==> src/rtl/mvm_pkg.sv <==
// Shared types and default geometry for the MVM result drain path.
// MVM_DRAIN_TAG_EN adds a per-entry row index to the buffered beats.
package mvm_pkg;

    localparam int OWIDTH_DEF     = 32;
    localparam int NUM_OLANES_DEF = 8;
    localparam int FIFO_DEPTH_DEF = 4;
    localparam int ROWW_DEF       = 10;

    typedef enum logic [1:0] {
        IDLE,
        RUN,
        DRAIN
    } drain_state_e;

    // Buffered beat at the default geometry; the drain top re-declares it with its own parameters.
    typedef struct packed {
        logic [NUM_OLANES_DEF*OWIDTH_DEF-1:0] lanes;
`ifdef MVM_DRAIN_TAG_EN
        logic [ROWW_DEF-1:0]                  row;
`endif
        logic                                 last;
    } entry_t;

    function automatic int cnt_w(input int depth);
        return $clog2(depth) + 1;
    endfunction

endpackage

==> src/rtl/mvm_drain_fifo.sv <==
// Register-array FIFO of full lane-vector beats; a push while full is
// accepted when a pop happens in the same cycle.
module mvm_drain_fifo
    import mvm_pkg::*;
#(
    parameter int WIDTH = 8,
    parameter int DEPTH = 4
) (
    input  logic                    clk,
    input  logic                    rst,
    input  logic                    push_i,
    input  logic                    pop_i,
    input  logic [WIDTH-1:0]        data_i,
    output logic [WIDTH-1:0]        data_o,
    output logic                    empty_o,
    output logic                    full_o,
    output logic [cnt_w(DEPTH)-1:0] count_o
);

    localparam int AW = $clog2(DEPTH);
    localparam int CW = cnt_w(DEPTH);

    logic [WIDTH-1:0] mem_q [DEPTH];
    logic [WIDTH-1:0] mem_d [DEPTH];
    logic [AW-1:0]    wr_ptr_q, wr_ptr_d;
    logic [AW-1:0]    rd_ptr_q, rd_ptr_d;
    logic [CW-1:0]    count_q, count_d;
    logic             push_ok, pop_ok;

    assign empty_o = (count_q == '0);
    assign full_o  = (count_q == CW'(DEPTH));
    assign count_o = count_q;
    assign data_o  = mem_q[rd_ptr_q];

    always_comb begin
        pop_ok   = pop_i && !empty_o;
        push_ok  = push_i && (!full_o || pop_ok);
        mem_d    = mem_q;
        wr_ptr_d = wr_ptr_q;
        rd_ptr_d = rd_ptr_q;
        count_d  = count_q;
        if (push_ok) begin
            mem_d[wr_ptr_q] = data_i;
            wr_ptr_d        = wr_ptr_q + 1'b1;
        end
        if (pop_ok) begin
            rd_ptr_d = rd_ptr_q + 1'b1;
        end
        case ({push_ok, pop_ok})
            2'b10:   count_d = count_q + 1'b1;
            2'b01:   count_d = count_q - 1'b1;
            default: count_d = count_q;
        endcase
    end

    always_ff @(posedge clk) begin
        if (!rst) begin
            wr_ptr_q <= '0;
            rd_ptr_q <= '0;
            count_q  <= '0;
        end else begin
            wr_ptr_q <= wr_ptr_d;
            rd_ptr_q <= rd_ptr_d;
            count_q  <= count_d;
        end
    end

    // Storage needs no reset: it is only read while count_q is non-zero.
    always_ff @(posedge clk) begin
        mem_q <= mem_d;
    end

endmodule

==> src/rtl/mvm_result_drain.sv <==
// Buffers MVM result beats and serializes them one lane per transfer onto a
// valid/ready stream. MVM_DRAIN_TAG_EN adds o_tuser = {row index, lane index}.
module mvm_result_drain
    import mvm_pkg::*;
#(
    parameter int OWIDTH     = OWIDTH_DEF,
    parameter int NUM_OLANES = NUM_OLANES_DEF,
    parameter int FIFO_DEPTH = FIFO_DEPTH_DEF,
    parameter int ROWW       = ROWW_DEF
`ifdef MVM_DRAIN_TAG_EN
    ,
    parameter int TAGW       = ROWW + $clog2(NUM_OLANES)
`endif
) (
    input  logic                         clk,
    input  logic                         rst,
    input  logic                         i_start,
    input  logic [ROWW-1:0]              i_num_rows,
    input  logic [NUM_OLANES*OWIDTH-1:0] i_result,
    input  logic                         i_valid,
    output logic [OWIDTH-1:0]            o_tdata,
    output logic                         o_tvalid,
    input  logic                         i_tready,
    output logic                         o_tlast,
`ifdef MVM_DRAIN_TAG_EN
    output logic [TAGW-1:0]              o_tuser,
`endif
    output logic                         o_busy,
    output logic                         o_overflow
);

    localparam int LW = $clog2(NUM_OLANES);
    localparam int CW = cnt_w(FIFO_DEPTH);
    localparam logic [LW-1:0] LANE_LAST = LW'(NUM_OLANES - 1);

    typedef struct packed {
        logic [NUM_OLANES*OWIDTH-1:0] lanes;
`ifdef MVM_DRAIN_TAG_EN
        logic [ROWW-1:0]              row;
`endif
        logic                         last;
    } ent_t;

    drain_state_e    state_q, state_d;
    logic [ROWW-1:0] rows_q, rows_d;
    logic [ROWW-1:0] rcv_q, rcv_d;
    logic [LW-1:0]   lane_q, lane_d;
    logic            ovf_q, ovf_d;

    ent_t            push_ent, head;
    logic            push, pop, hs;
    logic            f_empty, f_full;
    logic [CW-1:0]   f_count;

    mvm_drain_fifo #(
        .WIDTH ($bits(ent_t)),
        .DEPTH (FIFO_DEPTH)
    ) u_fifo (
        .clk     (clk),
        .rst     (rst),
        .push_i  (push),
        .pop_i   (pop),
        .data_i  (push_ent),
        .data_o  (head),
        .empty_o (f_empty),
        .full_o  (f_full),
        .count_o (f_count)
    );

    always_comb begin
        state_d        = state_q;
        rows_d         = rows_q;
        rcv_d          = rcv_q;
        lane_d         = lane_q;
        ovf_d          = ovf_q;
        push           = 1'b0;
        pop            = 1'b0;
        hs             = !f_empty && i_tready;
        push_ent.lanes = i_result;
        push_ent.last  = (rcv_q == rows_q - 1'b1);
`ifdef MVM_DRAIN_TAG_EN
        push_ent.row   = rcv_q;
`endif

        if (hs) begin
            if (lane_q == LANE_LAST) begin
                lane_d = '0;
                pop    = 1'b1;
            end else begin
                lane_d = lane_q + 1'b1;
            end
        end

        case (state_q)
            IDLE: begin
                if (i_start && i_num_rows != '0) begin
                    rows_d  = i_num_rows;
                    rcv_d   = '0;
                    ovf_d   = 1'b0;
                    state_d = RUN;
                end
            end
            RUN: begin
                if (i_valid) begin
                    push  = 1'b1;
                    rcv_d = rcv_q + 1'b1;
                    // Same drop condition the FIFO applies internally.
                    if (f_full && !pop) begin
                        ovf_d = 1'b1;
                    end
                    if (rcv_q + 1'b1 == rows_q) begin
                        state_d = DRAIN;
                    end
                end
            end
            DRAIN: begin
                // Leave on the final pop so o_busy drops right after the last handshake.
                if (f_empty || (pop && f_count == CW'(1))) begin
                    state_d = IDLE;
                end
            end
            default: state_d = IDLE;
        endcase
    end

    always_ff @(posedge clk) begin
        if (!rst) begin
            state_q <= IDLE;
            rows_q  <= '0;
            rcv_q   <= '0;
            lane_q  <= '0;
            ovf_q   <= 1'b0;
        end else begin
            state_q <= state_d;
            rows_q  <= rows_d;
            rcv_q   <= rcv_d;
            lane_q  <= lane_d;
            ovf_q   <= ovf_d;
        end
    end

    assign o_tvalid   = !f_empty;
    assign o_tdata    = f_empty ? '0 : head.lanes[lane_q*OWIDTH +: OWIDTH];
    assign o_tlast    = !f_empty && head.last && (lane_q == LANE_LAST);
    assign o_busy     = (state_q != IDLE);
    assign o_overflow = ovf_q;
`ifdef MVM_DRAIN_TAG_EN
    assign o_tuser    = f_empty ? '0 : {head.row, lane_q};
`endif

endmodule
==> config.mk <==
export PLATFORM = sky130hd
export DESIGN_NAME = mvm_result_drain
export DESIGN_NICKNAME = d
export VERILOG_FILES = /design/src/rtl/mvm_pkg.sv /design/src/rtl/mvm_drain_fifo.sv /design/src/rtl/mvm_result_drain.sv
export SDC_FILE = /design/constraint.sdc
export NUM_CORES = 1
export LEC_CHECK = 0
export CORE_AREA = 2 2 260 262
export CTS_CLUSTER_DIAMETER = 60
export DETAILED_ROUTE_END_ITERATION = 7
export DIE_AREA = 0 0 262 264
export GPL_TIMING_DRIVEN = 1
export PLACE_DENSITY_LB_ADDON = 0.2
export SYNTH_ARGS = -nofsm -noshare
export SYNTH_HDL_FRONTEND = slang
export SYNTH_HIERARCHICAL = 1
export SYNTH_SLANG_ARGS = --single-unit
==> constraint.sdc <==
create_clock -name clk -period 12.8 [get_ports clk]
set_input_delay 1.28 -clock clk [delete_from_list [all_inputs] [get_ports clk]]
set_output_delay 1.28 -clock clk [all_outputs]
set_load 0.02 [all_outputs]
layer_met3.png
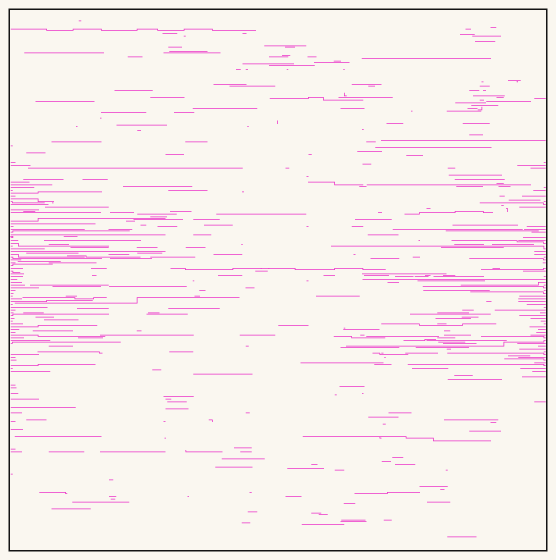
The layer holds 8.0% of the routed length. The layer carries 6760 um of wire. The longest straight run is 105 um. 248 nets have wire on it. The wires run mostly horizontal.

wires.png
Bar = 100 um. Only two layers are drawn.
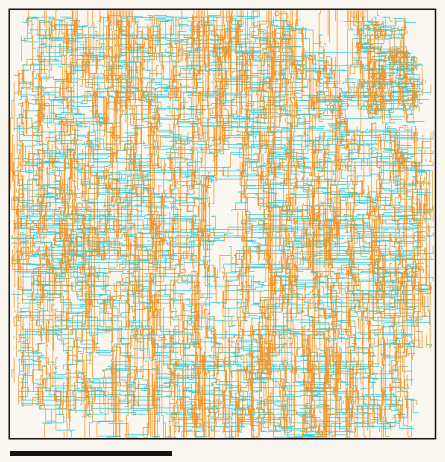
Key: cyan = metal 1 [wire length 31.7 mm]; orange = metal 2 [wire length 43.0 mm]

power_grid.png
Bar = 100 um. Pins as bars on the die edge.
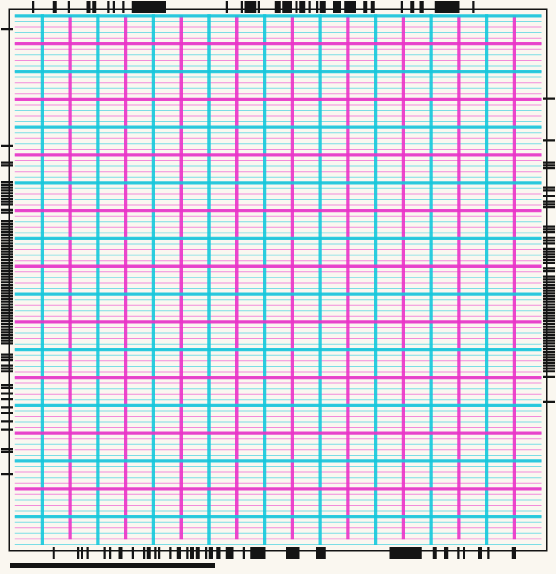
Key: magenta = VDD; cyan = VSS
18 straps on met4. 96 met1 rails follow the rows. 307 signal pins sit on the boundary. The core has 95 rows. 19 straps on met5.
IR drop worst, VDD: 0.000124 V
area of the core: 0.0666 mm2
height of the chip: 264 um

clocks.png
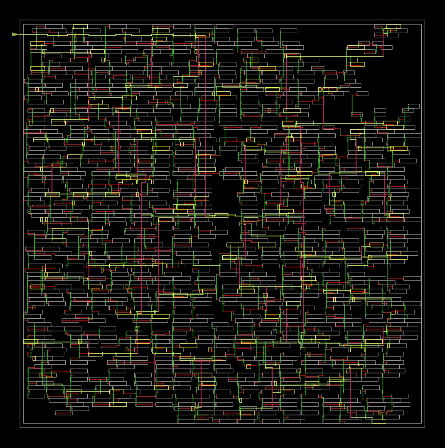
Late-Pin Clk Latency: 0.65 ns
Layout Skew: 0.0146 ns
total CTS buffers: 102

==> impl_metrics.env <==
# yosys + openroad results
export IMPL_p_clk_share_pct=42.5
export IMPL_grt_overflow_total=0
export IMPL_worst_slew_pin_transition_ns=1.16
export IMPL_total_switching_power_mw=1.42
export IMPL_area_growth_pct=17.7
export IMPL_synth_area_mm2=0.0414
export IMPL_number_of_cells_in_the_finished_layout_apart_from_fillers=3083
export IMPL_yosys_mux_area_fraction_pct=18.4
export IMPL_data_required_time_at_the_worst_endpoint_ns=11.52
export IMPL_clock_path_buffers=3
export IMPL_ys_area_mm2=0.0414
export IMPL_clock_cell_area_share_pct=7.23
export IMPL_synth_adder_area_share_pct=0.320
export IMPL_cp_cell_sequence="buf_4 -> buf_4 -> mux4_2 -> mux4_2 -> mux2i_1 -> nor2_1 -> clkdlybuf4s50_1"
export IMPL_utilization_pct=73.2
export IMPL_global_route_usage_total_pct=25.0
export IMPL_finalHoldViolations=0
export IMPL_placementRows=95
export IMPL_ant_cells=8
export IMPL_die_area_mm2=0.0692
export IMPL_highest_routed_layer="met5"
export IMPL_status="finished clean"
export IMPL_worst_path_largest_cell_delay_ns=0.89
export IMPL_synth_cells_yosys=1777
export IMPL_largest_register_ff_count=1028
Power figures rest on the tool's default switching activity, not on a simulated workload.
